### config.mk
export PLATFORM = sky130hd
export DESIGN_NAME = string_hw_sequencer_flat
export DESIGN_NICKNAME = d
export VERILOG_FILES = /design/src/rtl/string_hw_pkg.sv /design/src/rtl/string_hw_sequencer_if.sv /design/src/rtl/string_fifo.sv /design/src/rtl/string_hw_sequencer.sv /design/src/flat_wrapper.sv
export SDC_FILE = /design/constraint.sdc
export NUM_CORES = 2
export LEC_CHECK = 0
export ABC_AREA = 0
export CAP_MARGIN = 40
export CORE_MARGIN = 1.5
export CORE_UTILIZATION = 39
export CTS_BUF_LIST = sky130_fd_sc_hd__clkbuf_8
export CTS_CLUSTER_DIAMETER = 50
export DETAILED_ROUTE_END_ITERATION = 7
export GPL_TIMING_DRIVEN = 1
export SLEW_MARGIN = 20
export SYNTH_ARGS = -nofsm -noshare
export SYNTH_HDL_FRONTEND = slang
export SYNTH_SLANG_ARGS = --single-unit
### constraint.sdc
create_clock -name i_clk -period 7.4 [get_ports i_clk]
set_clock_uncertainty 0.1 [all_clocks]
set_input_delay 1.11 -clock i_clk [delete_from_list [all_inputs] [get_ports i_clk]]
set_output_delay 1.11 -clock i_clk [all_outputs]
set_load 0.01 [all_outputs]
### src/rtl/string_hw_pkg.sv
// Shared types and constants for the string hardware sequencer: FSM states,
// register map, CTRL/STATUS field positions and default sizes.
package string_hw_pkg;

    localparam int DEPTH_DEF = 16;
    localparam int W_DEF     = 32;

    localparam logic [2:0] ADDR_PUSH_A = 3'd0;
    localparam logic [2:0] ADDR_STATUS = 3'd0;
    localparam logic [2:0] ADDR_PUSH_B = 3'd1;
    localparam logic [2:0] ADDR_CTRL   = 3'd2;
    localparam logic [2:0] ADDR_RESULT = 3'd3;

    localparam int CTRL_GO_BIT    = 0;
    localparam int CTRL_CLEAR_BIT = 1;
    localparam int CTRL_IDX_LSB   = 2;
    localparam int CTRL_LEN_LSB   = 5;

    localparam int ST_CNT_A_LSB = 0;
    localparam int ST_CNT_B_LSB = 5;
    localparam int ST_CNT_R_LSB = 10;
    localparam int ST_STATE_LSB = 15;
    localparam int ST_BUSY_BIT  = 18;
    localparam int ST_DONE_BIT  = 19;
    localparam int ST_OVF_BIT   = 20;
    localparam int ST_UDF_BIT   = 21;
    localparam int ST_MIS_BIT   = 22;

    typedef enum logic [2:0] {
        ST_IDLE  = 3'd0,
        ST_FETCH = 3'd1,
        ST_ISSUE = 3'd2,
        ST_WAIT  = 3'd3,
        ST_STORE = 3'd4,
        ST_DONE  = 3'd5
    } seq_state_t;

    function automatic logic [31:0] build_status(
        input logic [4:0] cnt_a,
        input logic [4:0] cnt_b,
        input logic [4:0] cnt_r,
        input seq_state_t st,
        input logic       busy,
        input logic       done,
        input logic       ovf,
        input logic       udf,
        input logic       mis
    );
        logic [31:0] s;
        s                     = 32'd0;
        s[ST_CNT_A_LSB +: 5]  = cnt_a;
        s[ST_CNT_B_LSB +: 5]  = cnt_b;
        s[ST_CNT_R_LSB +: 5]  = cnt_r;
        s[ST_STATE_LSB +: 3]  = st;
        s[ST_BUSY_BIT]        = busy;
        s[ST_DONE_BIT]        = done;
        s[ST_OVF_BIT]         = ovf;
        s[ST_UDF_BIT]         = udf;
        s[ST_MIS_BIT]         = mis;
        return s;
    endfunction

    function automatic logic [7:0] build_ctrl(input logic [2:0] len, input logic [2:0] idx);
        return {len, idx, 2'b00};
    endfunction

endpackage

### src/rtl/string_hw_sequencer_if.sv
// Avalon-MM slave bus bundle for the string sequencer register file.
interface string_hw_sequencer_if
    import string_hw_pkg::*;
#(
    parameter int W = W_DEF
) ();
    logic         chipselect;
    logic         read;
    logic         write;
    logic [2:0]   address;
    logic [W-1:0] writedata;
    logic [W-1:0] readdata;

    modport master (
        output chipselect, read, write, address, writedata,
        input  readdata
    );

    modport slave (
        input  chipselect, read, write, address, writedata,
        output readdata
    );
endinterface

### src/rtl/string_fifo.sv
// Synchronous FIFO with push/pop, occupancy count and a one-cycle flush.
// Overflowing pushes and underflowing pops are silently ignored here.
module string_fifo
    import string_hw_pkg::*;
#(
    parameter int DEPTH = DEPTH_DEF,
    parameter int W     = W_DEF,
    parameter int CW    = $clog2(DEPTH + 1)
) (
    input  logic          i_clk,
    input  logic          i_reset,
    input  logic          i_flush,
    input  logic          i_push,
    input  logic [W-1:0]  i_data,
    input  logic          i_pop,
    output logic [W-1:0]  o_head,
    output logic          o_full,
    output logic          o_empty,
    output logic [CW-1:0] o_count
);
    localparam int AW = $clog2(DEPTH);

    logic [W-1:0]  r_mem [DEPTH];
    logic [AW-1:0] r_wr_ptr;
    logic [AW-1:0] r_rd_ptr;
    logic [CW-1:0] r_count;
    logic          w_do_push;
    logic          w_do_pop;

    assign o_full    = (r_count == CW'(DEPTH));
    assign o_empty   = (r_count == CW'(0));
    assign o_count   = r_count;
    assign o_head    = r_mem[r_rd_ptr];
    assign w_do_push = i_push && !o_full && !i_flush;
    assign w_do_pop  = i_pop && !o_empty && !i_flush;

    // Pointers wrap naturally because DEPTH is a power of two.
    always_ff @(posedge i_clk) begin
        if (i_reset || i_flush) begin
            r_wr_ptr <= AW'(0);
            r_rd_ptr <= AW'(0);
            r_count  <= CW'(0);
        end else begin
            if (w_do_push) begin
                r_wr_ptr <= r_wr_ptr + AW'(1);
            end
            if (w_do_pop) begin
                r_rd_ptr <= r_rd_ptr + AW'(1);
            end
            case ({w_do_push, w_do_pop})
                2'b10:   r_count <= r_count + CW'(1);
                2'b01:   r_count <= r_count - CW'(1);
                default: r_count <= r_count;
            endcase
        end
    end

    // Storage array; contents are only observable through a non-empty head.
    always_ff @(posedge i_clk) begin
        if (w_do_push && !i_reset) begin
            r_mem[r_wr_ptr] <= i_data;
        end
    end

endmodule

### src/rtl/string_hw_sequencer.sv
// Avalon-MM controlled sequencer: pairs words from FIFO A and B, hands each
// pair to an external string datapath and queues the results for readback.
module string_hw_sequencer
    import string_hw_pkg::*;
#(
    parameter int DEPTH = DEPTH_DEF,
    parameter int W     = W_DEF
) (
    input  logic                 i_clk,
    input  logic                 i_reset,
    string_hw_sequencer_if.slave bus,
    output logic                 o_dp_go,
    output logic [W-1:0]         o_dp_a,
    output logic [W-1:0]         o_dp_b,
    output logic [2:0]           o_dp_length,
    output logic [2:0]           o_dp_index,
    input  logic                 i_dp_done,
    input  logic [W-1:0]         i_dp_result
);
    localparam int CW = $clog2(DEPTH + 1);

    seq_state_t    r_state;
    seq_state_t    w_state_next;
    logic [W-1:0]  r_readdata;
    logic          r_dp_go;
    logic [W-1:0]  r_dp_a;
    logic [W-1:0]  r_dp_b;
    logic [W-1:0]  r_result;
    logic [CW-1:0] r_pairs;
    logic [2:0]    r_index;
    logic [2:0]    r_length;
    logic          r_overflow;
    logic          r_underflow;
    logic          r_mismatch;

    logic          w_wr, w_rd, w_wr_a, w_wr_b, w_wr_ctrl, w_go, w_clear, w_rd_res;
    logic          w_busy, w_done;
    logic          w_pop_ab, w_load_ops, w_load_res, w_push_r, w_dec_pairs, w_load_pairs, w_set_mis;
    logic          w_full_a, w_full_b, w_full_r, w_empty_a, w_empty_b, w_empty_r;
    logic [CW-1:0] w_count_a, w_count_b, w_count_r;
    logic [W-1:0]  w_head_a, w_head_b, w_head_r;
    logic          w_unused_wdata;

    assign w_wr      = bus.chipselect && bus.write;
    assign w_rd      = bus.chipselect && bus.read;
    assign w_wr_a    = w_wr && (bus.address == ADDR_PUSH_A);
    assign w_wr_b    = w_wr && (bus.address == ADDR_PUSH_B);
    assign w_wr_ctrl = w_wr && (bus.address == ADDR_CTRL);
    assign w_clear   = w_wr_ctrl && bus.writedata[CTRL_CLEAR_BIT];
    assign w_go      = w_wr_ctrl && bus.writedata[CTRL_GO_BIT] && !w_clear;
    assign w_rd_res  = w_rd && (bus.address == ADDR_RESULT);
    assign w_busy    = (r_state == ST_FETCH) || (r_state == ST_ISSUE) ||
                       (r_state == ST_WAIT)  || (r_state == ST_STORE);
    assign w_done    = (r_state == ST_DONE);
    assign w_unused_wdata = ^bus.writedata;

    string_fifo #(.DEPTH(DEPTH), .W(W), .CW(CW)) u_fifo_a (
        .i_clk(i_clk), .i_reset(i_reset), .i_flush(w_clear),
        .i_push(w_wr_a && !w_busy), .i_data(bus.writedata), .i_pop(w_pop_ab),
        .o_head(w_head_a), .o_full(w_full_a), .o_empty(w_empty_a), .o_count(w_count_a)
    );

    string_fifo #(.DEPTH(DEPTH), .W(W), .CW(CW)) u_fifo_b (
        .i_clk(i_clk), .i_reset(i_reset), .i_flush(w_clear),
        .i_push(w_wr_b && !w_busy), .i_data(bus.writedata), .i_pop(w_pop_ab),
        .o_head(w_head_b), .o_full(w_full_b), .o_empty(w_empty_b), .o_count(w_count_b)
    );

    string_fifo #(.DEPTH(DEPTH), .W(W), .CW(CW)) u_fifo_r (
        .i_clk(i_clk), .i_reset(i_reset), .i_flush(w_clear),
        .i_push(w_push_r), .i_data(r_result), .i_pop(w_rd_res),
        .o_head(w_head_r), .o_full(w_full_r), .o_empty(w_empty_r), .o_count(w_count_r)
    );

    // Next-state and per-state strobes; CLEAR overrides whatever the state wanted.
    always_comb begin
        w_state_next = r_state;
        w_pop_ab     = 1'b0;
        w_load_ops   = 1'b0;
        w_load_res   = 1'b0;
        w_push_r     = 1'b0;
        w_dec_pairs  = 1'b0;
        w_load_pairs = 1'b0;
        w_set_mis    = 1'b0;
        case (r_state)
            ST_IDLE, ST_DONE: begin
                if (w_go) begin
                    if (w_count_a != w_count_b) begin
                        w_set_mis = 1'b1;
                    end else if (w_count_a == CW'(0)) begin
                        w_state_next = ST_DONE;
                    end else begin
                        w_state_next = ST_FETCH;
                        w_load_pairs = 1'b1;
                    end
                end else if ((r_state == ST_DONE) && (w_wr_a || w_wr_b)) begin
                    w_state_next = ST_IDLE;
                end else begin
                    w_state_next = r_state;
                end
            end
            ST_FETCH: begin
                w_pop_ab     = 1'b1;
                w_load_ops   = 1'b1;
                w_state_next = ST_ISSUE;
            end
            ST_ISSUE: begin
                w_state_next = ST_WAIT;
            end
            ST_WAIT: begin
                if (i_dp_done) begin
                    w_load_res   = 1'b1;
                    w_state_next = ST_STORE;
                end else begin
                    w_state_next = ST_WAIT;
                end
            end
            ST_STORE: begin
                if (!w_full_r) begin
                    w_push_r     = 1'b1;
                    w_dec_pairs  = 1'b1;
                    w_state_next = (r_pairs == CW'(1)) ? ST_DONE : ST_FETCH;
                end else begin
                    w_state_next = ST_STORE;
                end
            end
            default: begin
                w_state_next = ST_IDLE;
            end
        endcase
        if (w_clear) begin
            w_state_next = ST_IDLE;
            w_pop_ab     = 1'b0;
            w_load_ops   = 1'b0;
            w_load_res   = 1'b0;
            w_push_r     = 1'b0;
            w_dec_pairs  = 1'b0;
            w_load_pairs = 1'b0;
            w_set_mis    = 1'b0;
        end else begin
            w_state_next = w_state_next;
        end
    end

    // FSM state register.
    always_ff @(posedge i_clk) begin
        if (i_reset) begin
            r_state <= ST_IDLE;
        end else begin
            r_state <= w_state_next;
        end
    end

    // Datapath-facing registers; dp_go is high exactly while in ISSUE.
    always_ff @(posedge i_clk) begin
        if (i_reset) begin
            r_dp_go  <= 1'b0;
            r_dp_a   <= '0;
            r_dp_b   <= '0;
            r_result <= '0;
            r_pairs  <= CW'(0);
            r_index  <= 3'd0;
            r_length <= 3'd0;
        end else begin
            r_dp_go <= (w_state_next == ST_ISSUE);
            if (w_load_ops) begin
                r_dp_a <= w_head_a;
                r_dp_b <= w_head_b;
            end
            if (w_load_res) begin
                r_result <= i_dp_result;
            end
            if (w_clear) begin
                r_pairs <= CW'(0);
            end else if (w_load_pairs) begin
                r_pairs <= w_count_a;
            end else if (w_dec_pairs) begin
                r_pairs <= r_pairs - CW'(1);
            end
            if (w_wr_ctrl) begin
                r_index  <= bus.writedata[CTRL_IDX_LSB +: 3];
                r_length <= bus.writedata[CTRL_LEN_LSB +: 3];
            end
        end
    end

    // Sticky error flags, cleared only by CLEAR or reset.
    always_ff @(posedge i_clk) begin
        if (i_reset || w_clear) begin
            r_overflow  <= 1'b0;
            r_underflow <= 1'b0;
            r_mismatch  <= 1'b0;
        end else begin
            if ((w_wr_a && (w_busy || w_full_a)) || (w_wr_b && (w_busy || w_full_b)) ||
                (w_go && w_busy)) begin
                r_overflow <= 1'b1;
            end
            if (w_rd_res && w_empty_r) begin
                r_underflow <= 1'b1;
            end
            if (w_set_mis) begin
                r_mismatch <= 1'b1;
            end
        end
    end

    // Registered read mux; a result read also pops the RESULT FIFO.
    always_ff @(posedge i_clk) begin
        if (i_reset) begin
            r_readdata <= '0;
        end else if (w_rd) begin
            case (bus.address)
                ADDR_STATUS: r_readdata <= W'(build_status(5'(w_count_a), 5'(w_count_b),
                                                           5'(w_count_r), r_state, w_busy, w_done,
                                                           r_overflow, r_underflow, r_mismatch));
                ADDR_CTRL:   r_readdata <= W'(build_ctrl(r_length, r_index));
                ADDR_RESULT: r_readdata <= w_empty_r ? '0 : w_head_r;
                default:     r_readdata <= '0;
            endcase
        end else begin
            r_readdata <= r_readdata;
        end
    end

    assign bus.readdata = r_readdata;
    assign o_dp_go      = r_dp_go;
    assign o_dp_a       = r_dp_a;
    assign o_dp_b       = r_dp_b;
    assign o_dp_length  = r_length;
    assign o_dp_index   = r_index;

endmodule

### src/flat_wrapper.sv
// flat-port wrapper written by rule: the top's interface ports become plain ports
module string_hw_sequencer_flat import string_hw_pkg::*;
#(
    parameter int DEPTH = DEPTH_DEF,
    parameter int W     = W_DEF
)
  (i_clk, i_reset, o_dp_go, o_dp_a, o_dp_b, o_dp_length, o_dp_index, i_dp_done, i_dp_result, bus_chipselect, bus_read, bus_write, bus_address, bus_writedata, bus_readdata);
  string_hw_sequencer_if #(.W(W)) bus_i ();
  input  logic i_clk;
  input  logic i_reset;
  output logic o_dp_go;
  output logic [W-1:0] o_dp_a;
  output logic [W-1:0] o_dp_b;
  output logic [2:0] o_dp_length;
  output logic [2:0] o_dp_index;
  input  logic i_dp_done;
  input  logic [W-1:0] i_dp_result;
  input wire logic [$bits(bus_i.chipselect)-1:0] bus_chipselect;
  input wire logic [$bits(bus_i.read)-1:0] bus_read;
  input wire logic [$bits(bus_i.write)-1:0] bus_write;
  input wire logic [$bits(bus_i.address)-1:0] bus_address;
  input wire logic [$bits(bus_i.writedata)-1:0] bus_writedata;
  output wire logic [$bits(bus_i.readdata)-1:0] bus_readdata;
  assign bus_i.chipselect = bus_chipselect;
  assign bus_i.read = bus_read;
  assign bus_i.write = bus_write;
  assign bus_i.address = bus_address;
  assign bus_i.writedata = bus_writedata;
  assign bus_readdata = bus_i.readdata;
  string_hw_sequencer #(.DEPTH(DEPTH), .W(W)) u_core (.i_clk(i_clk), .i_reset(i_reset), .bus(bus_i), .o_dp_go(o_dp_go), .o_dp_a(o_dp_a), .o_dp_b(o_dp_b), .o_dp_length(o_dp_length), .o_dp_index(o_dp_index), .i_dp_done(i_dp_done), .i_dp_result(i_dp_result));
endmodule
==> images/power_grid.png <==
Pins as bars on the die edge.
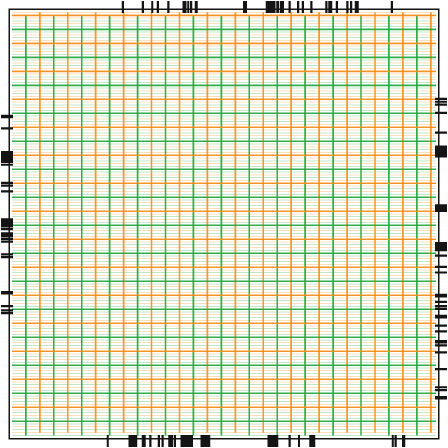
| color | net |
|---|---|
| green | VSS |
| orange | VDD |
signal pins: 176
met1 rails: 152
met5 straps: 30
rows: 151
met4 straps: 30
area of the core region: 0.169 mm^2
horizontal die dimension: 416 um
die height: 416 um
maximum vdd drop: 0.000173 V

==> impl.org <==
#+TITLE: Implementation results

** Synth
- Per the synthesis report, the simple-gate share of the synthesized area is under 10%.
- Cell accounting for the most synthesized area :: sky130_fd_sc_hd__edfxtp_1
- Cell with the most instances after synthesis :: sky130_fd_sc_hd__edfxtp_1
- Proportion of register bits with asynchronous set or reset after synthesis :: 0%
- Cell total in the yosys stat output :: 3283
- The share of the Yosys chip area taken by registers is 75.1%.
- Post-Synthesis Cell Area :: 0.0665 mm^2
- Per the synth log, the flip-flop and latch total comes to 1725.
- Mean instance size in the synthesized netlist :: roughly 20 um^2
- Portion of netlist area occupied by mux cells :: between 10% and 20%
- Syn_nets :: roughly 3400
- Flip-flops with a built-in enable :: 1536
- Compound-cell area share of the yosys netlist :: under 10%
- Chip area from the yosys synthesis statistics :: ~0.066 mm^2

** Final timing
- Setup repair after global routing left no endpoint under its margin.
- Number of endpoints with negative hold slack in the final report :: 0
- Slew at the pin with the worst max-slew slack :: between 0.9 and 1 ns
- Headroom to the max-slew limit :: a little over a third
- Max Transition Viols Final :: 0
- The smallest clock period supported by the final layout is computed as between 3 and 4 ns.
- Final setup violating endpoints :: 0

** Placed design
- Dpl ws :: about 2.6 ns

** Hold path
- The number of cells on the worst hold path is listed as 1.
- Min-Delay Endpoint :: u_core.o_dp_b[31]
- Worst min-delay path category :: reg2reg
- Source of the worst hold timing path :: u_core.o_dp_b[31]

** Cells and area
- The largest registers in the layout are u_core.u_fifo_a.r_mem: 512 flops, u_core.u_fifo_b.r_mem: 512 flops, u_core.u_fifo_r.r_mem: 512 flops.
- In the final layout, the share of cells above drive strength 1 is around 25%.
- At the end of the flow, the number of nets in the layout was roughly 3800.
- Relative to the synthesized area, the layout overhead comes to 16.6%.
- Post-layout instance area :: 0.0775 mm^2
- Most common cell after layout, fill and taps aside :: sky130_fd_sc_hd__edfxtp_1
- By instance count after routing, the leading logic cell types are sky130_fd_sc_hd__edfxtp_1 (1536), sky130_fd_sc_hd__mux4_2 (384), sky130_fd_sc_hd__clkbuf_8 (328), sky130_fd_sc_hd__dfxtp_1 (178), sky130_fd_sc_hd__clkdlybuf4s50_1 (170).

** Critical path
- STA classifies the critical path endpoint as a flip-flop.
- Type of element launching the critical path :: primary input
- According to the timing report, the critical path is captured at u_core.u_fifo_b.o_count[4].
- The timing report lists the critical path depth as 12 cells.
- The report shows a maximum critical-path fanout of 8.
- Along the critical path, the tally of buffer and inverter instances is 2.
- Worst reg2reg endpoint :: u_core.u_fifo_b.o_count[4]
- Slack of the worst reg-to-reg path :: approximately 3.8 ns
- Data on the critical path arrives at its endpoint at ~4.7 ns.
- Worst setup path category :: in2reg
- CP max stage cell :: sky130_fd_sc_hd__clkdlybuf4s50_1
- Cell class contributing the biggest share of worst-path delay :: simple AND/OR/NAND/NOR gates
- The number of cells on the worst reg-to-reg path is 11.
- In this run the critical path is formed by clkdlybuf4s50_1 -> nand2b_1 -> a211oi_1 -> and2_1 -> inv_1 -> ha_1 -> ha_1 -> nor2b_1 -> o21ai_0 -> a21oi_1 -> or4_1 -> a21oi_1.

** GRT
- Wire length of the first global-routing pass :: ~230 mm
- After global routing, the most crowded layer is met2.
- Gr usage total :: a little under a fifth
- Met1 layer usage reported by global route :: 24.2%
- M3 GR Usage :: between 3 and 4%

** Route
- Antenna viol nets, final :: 0
- Detailed-router iteration count before antenna repair :: 6
- Drt initial violations :: just under 3000
- Per the detail_route report, DRC violations left total 0.
- The routed design has about 160 mm of wire.
- WL per Instance :: roughly 26 um
- After detailed routing, the met3 layer carries 8.14 mm of wire.

** Pwr
- Seq power :: around 11 mW
- The internal power of the cells totals ~15 mW.
- Switching power :: roughly 4.0 mW
- Total power consumption of the routed design :: around 19 mW
- Logic pwr share :: 1.9%
- Power in combinational cells :: roughly 0.36 mW

** Floorplanning
- Count of boundary I/O pins :: roughly 180
- Fraction of the core area occupied by cells at floorplan :: roughly two fifths
- Total Die Area :: 0.173 mm^2
- Placement row count :: 151

** Clock tree
- Clock tree from TritonCTS :: done
- After clock tree synthesis, the repair step resized 0 gates.
- Buffer levels on the longest clock path :: 4

** Status
- The run finished with clean final reports.
==> images/clocks.png <==
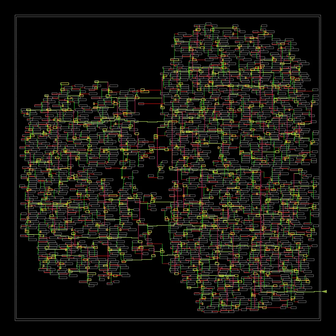
worst skew pair latency: 0.99 ns
Seq cells: 1725
total of clock buffers placed in the layout: 328
P_clk: 8.07 mW
number of buffers added by the clock tree synthesis step: 304

==> cells by family after synthesis <==
kind of cell    Yosys count
flops                  1725
xor+xnor                 34
mux                     510
compound gates          388
simple gates            366
fa+ha+maj                32
buf+inv                 228
==> metrics by stage <==
step	std cells	hold WS [ns]
2_1_floorplan	3283	0.325
3_3_place_gp	5557	0.361
3_5_place_dp	5603	0.361
4_1_cts	6125	0.376
5_1_grt	6132	0.388
6_report	6132	0.374
==> final cells by class <==
| type | count | area [um^2] |
|---|---|---|
| Tap cell | 2218 | 2780 |
| Sequential cell | 1725 | 49900 |
| Inverter | 37 | 139 |
| Clock buffer | 328 | 4510 |
| Antenna cell | 2 | 5.00 |
| Clock inverter | 194 | 992 |
| Multi-Input combinational cell | 1330 | 15600 |
| Timing Repair Buffer | 298 | 3560 |
| Fill cell | 14200 | 91800 |
Power is estimated from default activity; no workload was simulated.
